Fig. 1: run 1, metal 2
Scale bar: 20 um.
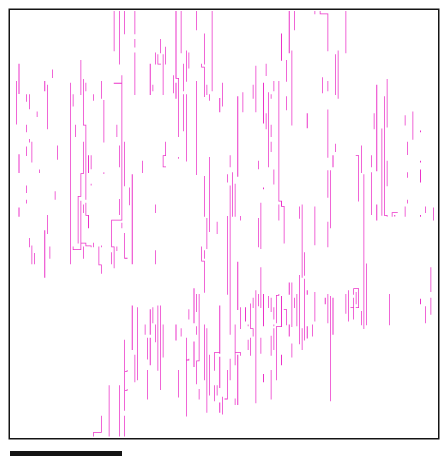
Fig. 2: run 1, metal layers overlaid
Two of the layers only.
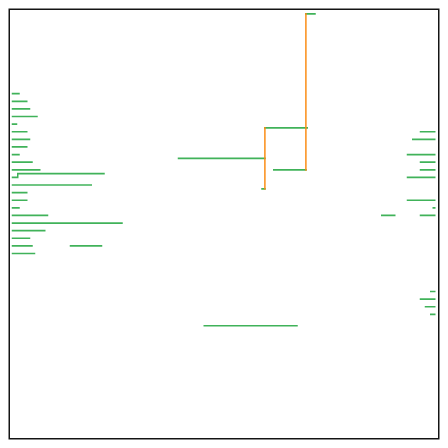
Fig. 3: run 1, cell outlines without signal wires
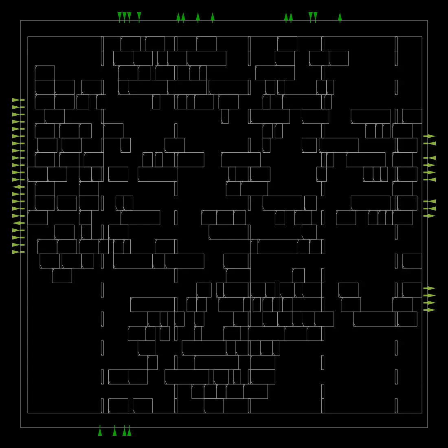
==> config.mk <==
export PLATFORM = sky130hd
export DESIGN_NAME = madd_share_sched
export DESIGN_NICKNAME = d
export VERILOG_FILES = /design/src/rtl/madd_sched_pkg.sv /design/src/rtl/madd_rr_arb.sv /design/src/rtl/madd_share_sched.sv
export SDC_FILE = /design/constraint.sdc
export NUM_CORES = 1
export LEC_CHECK = 0
export CAP_MARGIN = 20
export CORE_UTILIZATION = 25
export CTS_BUF_LIST = sky130_fd_sc_hd__clkbuf_2 sky130_fd_sc_hd__clkbuf_4 sky130_fd_sc_hd__clkbuf_8
export CTS_CLUSTER_DIAMETER = 100
export DETAILED_ROUTE_END_ITERATION = 8
export SLEW_MARGIN = 20
export SYNTH_ARGS = -nofsm -noshare
export SYNTH_HDL_FRONTEND = slang
export SYNTH_SLANG_ARGS = --single-unit
export TNS_END_PERCENT = 30
==> constraint.sdc <==
create_clock -name clk -period 5.25 [get_ports clk]
set_input_delay 0.7875 -clock clk [delete_from_list [all_inputs] [get_ports clk]]
set_output_delay 0.7875 -clock clk [all_outputs]
set_load 0.02 [all_outputs]
==> CHANGELOG.md, run 1 <==
### Physical design

- Post-synth EDFFs: 0
- Switching share of power: 0.444
- MI comb cells: 128
- Worst path bufs/invs: 2
- Chip area: 0.00585 mm^2
- Synth flops: 19
- FF-to-FF setup slack: 1.22 ns
- Synthesis-to-layout area growth: 43.1%
- Largest net degree at the start of global routing: 20
- Antenna viol nets, final: 0
- Max cap viols: 0
- Final Critical Period: 4.63 ns
- Net switching power of the design: 0.532 mW
- Critical path class: register to output port
- Yosys cell types: 32
- R2R depth: 9
- Clock root buffer master: clkbuf_8
- Detail Placement HPWL: 2460 um
- Clock insertion delay at the later pin of the skew report: 0.25 ns
- Status: completed
- Fmax: 216 MHz
- Max Slew Vio Count: 0
- Synth warn: 0
- Leading power group: combinational logic
- Top Metal Used: met4
- Post-Synth Adder-Cell Area: 0.0631
- Metal-1 WL: 1610 um
- Top delay family on crit path: buffers and inverters
- Via density: 4.76
- Tap cells: 70
- Pre-CTS setup slack: 0.804 ns
- HP Class: register to register
- Clk sinks: 19
- GRT overflow: 0
- Sequential cell power: 0.233 mW
- Flop share of the area: 0.192
- Inverters: 2
- Largest register FFs: 6
- Clock power frac: 0.087
- Post-Synth Simple-Gate Area: 0.233
- # nets final: 250
- Global-route wire length before repair: 5930 um
- Num ports: 52
- CTS Buf Count: 3
- Antenna Cells: 0
- Post-CTS Hold Fix Bufs: 0
- DR iter-0 viols: 69
- H-tree level count: 1
- Internal cell power: 0.667 mW
- Worst vdd ir: 0.000280 V
- Post-Place Cell Area: 0.00194 mm^2
- Largest area contributor in the netlist: dfxtp_1
- Max clock buf depth: 2
- Worst-Margin Slew: 0.858 ns
- Buffers on Ports: 51
- Leakage power: 0.728 nW
- Initial antenna violation count: 0
- CTS resizes: 0
- Number of global-route vias before repair: 1299
- Dominant class by area: logic gates
- Non-clock buffer count: 54
- Yosys chip area: 0.00139 mm^2
- Hold_ws: 0.451 ns
- Synth top cells by count: 27 x a21oi_1, 23 x nand2_1, 19 x dfxtp_1, 10 x a221o_1, 10 x mux2i_1
- Required time worst endpoint: 4.46 ns
- Clk. pwr: 0.104 mW
- Crit-path cells: inv_1, ha_1, mux4_2, or4_4, nor2b_1, a221o_1, clkdlybuf4s50_1
- Layer with the highest usage: met2
- # DRC: 0
- Largest stage delay, worst path: 0.73 ns
- PnR worst setup slack: 0.617 ns
- Logic share of the area: 0.468
- Crit. path cell count: 7
- Clock transition at path regs: 0.07 ns
- Seq share, synth: 0.274
- Met2 wire len: 1470 um
- CP max stage cell: dfxtp_1
- Final-layout clock-cell area share: 0.0246
- Area fraction in compound gates: 0.236
- Synthesized cell area: 0.00139 mm^2
- Post-CTS Setup Bufs: 0
- CTS tree: yes
- Clock buffer cells: 4
- Period Utilization, post-route: 0.882
- Die Y: 76.5 um
- Syn avg cell area: 8.73 um^2
- CP arrival: 3.85 ns
- Final tally of hold violations: 0
About Fig. 1:
- wire length on this layer: 1470 um
- longest straight run: 32.3 um
met2 usage: 0.207
via count: 1319
Total Wirelength: 3320 um

About Fig. 2:
- orange: met4 (wire length 38.8 um)
- green: met3 (wire length 198 um)
WL/cell: 12.0 um
gr usage total: 0.122

About Fig. 3:
final core utilization: 0.379
registers: 19
core area: 0.00524 mm^2
Row Count: 26

Fig. 4: run 1, sequential cells grouped by signal name
Other sequential cells in the stronger grey, the rest of the logic in the fainter grey.
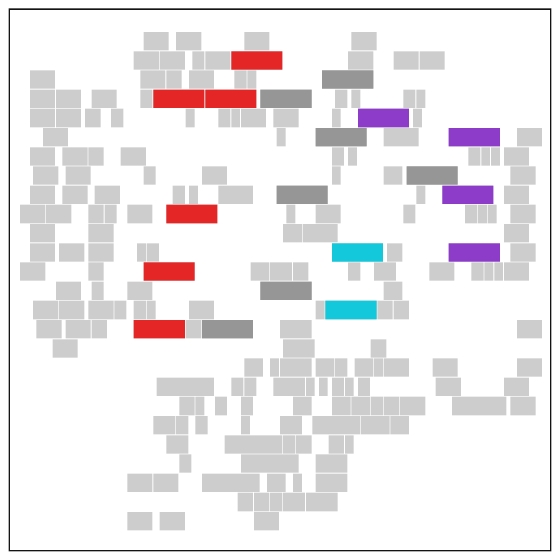

==> run 1 -> run 2 <==
Settings changed: CORE_UTILIZATION 25 to 49, PLACE_DENSITY set to 0.88.
Clock period 5.25 ns to 5.37 ns, I/O delays scaled along.
Fig. 5: run 2, sequential cells grouped by signal name
Other sequential cells in the stronger grey, the rest of the logic in the fainter grey.
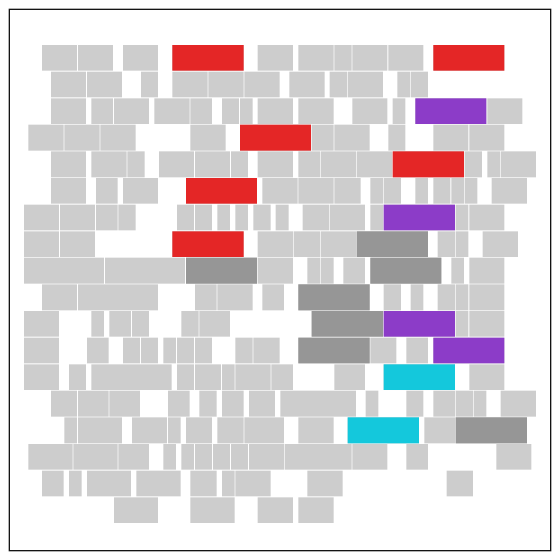
- red: `madd_in` (sequential cells 6)
- purple: `rsp_data` (sequential cells 4; where east)
- cyan: `state_q` (sequential cells 2)
- not coloured: 7
sequential cell power: 0.230 mW
flop share of the area: 0.201
register area: 380 um^2
final core utilization: 0.738

Fig. 6: run 2, nets reached from selected ports
Scale bar: 20 um.
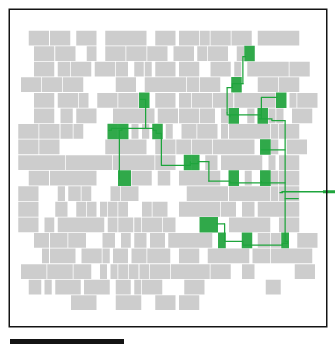
- green: `rst` (bits 1; direction input; end cells 19; buffers 1; wire 142 um)
num ports: 52
Buffers on Ports: 51

Fig. 7: run 2, cell outlines without signal wires
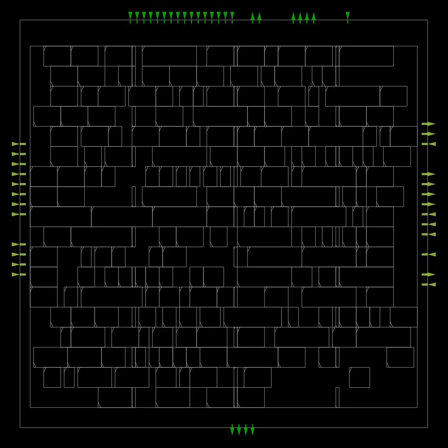
core area: 0.00257 mm^2
Row Count: 18

==> CHANGELOG.md, run 2 <==
### Physical design

- # nets final: 247 (was 250)
- Antenna viol nets, final: 0 (unchanged)
- Clock insertion delay at the later pin of the skew report: 0.30 ns (was 0.25 ns)
- Worst vdd ir: 0.000394 V (was 0.000280 V)
- Via count: 1364 (was 1319)
- Post-synth EDFFs: 0 (unchanged)
- # DRC: 0 (unchanged)
- Synthesis-to-layout area growth: 36.5% (was 43.1%)
- Leading power group: combinational logic (unchanged)
- Final tally of hold violations: 0 (unchanged)
- Tap cells: 30 (was 70)
- Max clock buf depth: 2 (unchanged)
- Chip area: 0.00305 mm^2 (was 0.00585 mm^2)
- Largest stage delay, worst path: 0.75 ns (was 0.73 ns)
- Registers: 19 (unchanged)
- Synth top cells by count: 27 x a21oi_1, 23 x nand2_1, 19 x dfxtp_1, 10 x a221o_1, 10 x mux2i_1 (unchanged)
- Via density: 5.83 (was 4.76)
- Critical path class: register to output port (unchanged)
- Area fraction in compound gates: 0.236 (unchanged)
- Number of global-route vias before repair: 1359 (was 1299)
- Syn avg cell area: 8.73 um^2 (unchanged)
- Internal cell power: 0.596 mW (was 0.667 mW)
- CTS Buf Count: 3 (unchanged)
- GRT overflow: 0 (unchanged)
- Period Utilization, post-route: 0.890
- Leakage power: 0.701 nW (was 0.728 nW)
- CTS resizes: 0 (unchanged)
- Fmax: 209 MHz
- Required time worst endpoint: 4.56 ns (was 4.46 ns)
- Worst-Margin Slew: 1.02 ns (was 0.858 ns)
- Synth warn: 0 (unchanged)
- Pre-CTS setup slack: 0.876 ns (was 0.804 ns)
- DR iter-0 viols: 31 (was 69)
- Initial antenna violation count: 0 (unchanged)
- Antenna Cells: 0 (unchanged)
- Max Slew Vio Count: 0 (unchanged)
- Post-CTS Setup Bufs: 0 (unchanged)
- Global-route wire length before repair: 5950 um (was 5930 um)
- Hold_ws: 0.466 ns (was 0.451 ns)
- Largest register FFs: 6 (unchanged)
- WL/cell: 14.7 um (was 12.0 um)
- Net switching power of the design: 0.516 mW (was 0.532 mW)
- R2R depth: 9 (unchanged)
- Largest area contributor in the netlist: dfxtp_1 (unchanged)
- Clk sinks: 19 (unchanged)
- Status: completed (unchanged)
- Dominant class by area: logic gates (unchanged)
- Detail Placement HPWL: 2670 um (was 2460 um)
- Gr usage total: 0.237 (was 0.122)
- Clock root buffer master: clkbuf_4 (was clkbuf_8)
- Post-Synth Adder-Cell Area: 0.0631 (unchanged)
- Met2 usage: 0.423 (was 0.207)
- Clock power frac: 0.068 (was 0.087)
- CTS tree: yes (unchanged)
- Logic share of the area: 0.490 (was 0.468)
- Seq share, synth: 0.274 (unchanged)
- Crit. path cell count: 7 (unchanged)
- Switching share of power: 0.464 (was 0.444)
- Clock transition at path regs: 0.12 ns (was 0.07 ns)
- Synth flops: 19 (unchanged)
- Final-layout clock-cell area share: 0.0159 (was 0.0246)
- MI comb cells: 128 (unchanged)
- Die Y: 55.2 um (was 76.5 um)
- HP Class: register to register (unchanged)
Power is estimated from default activity; no workload was simulated.
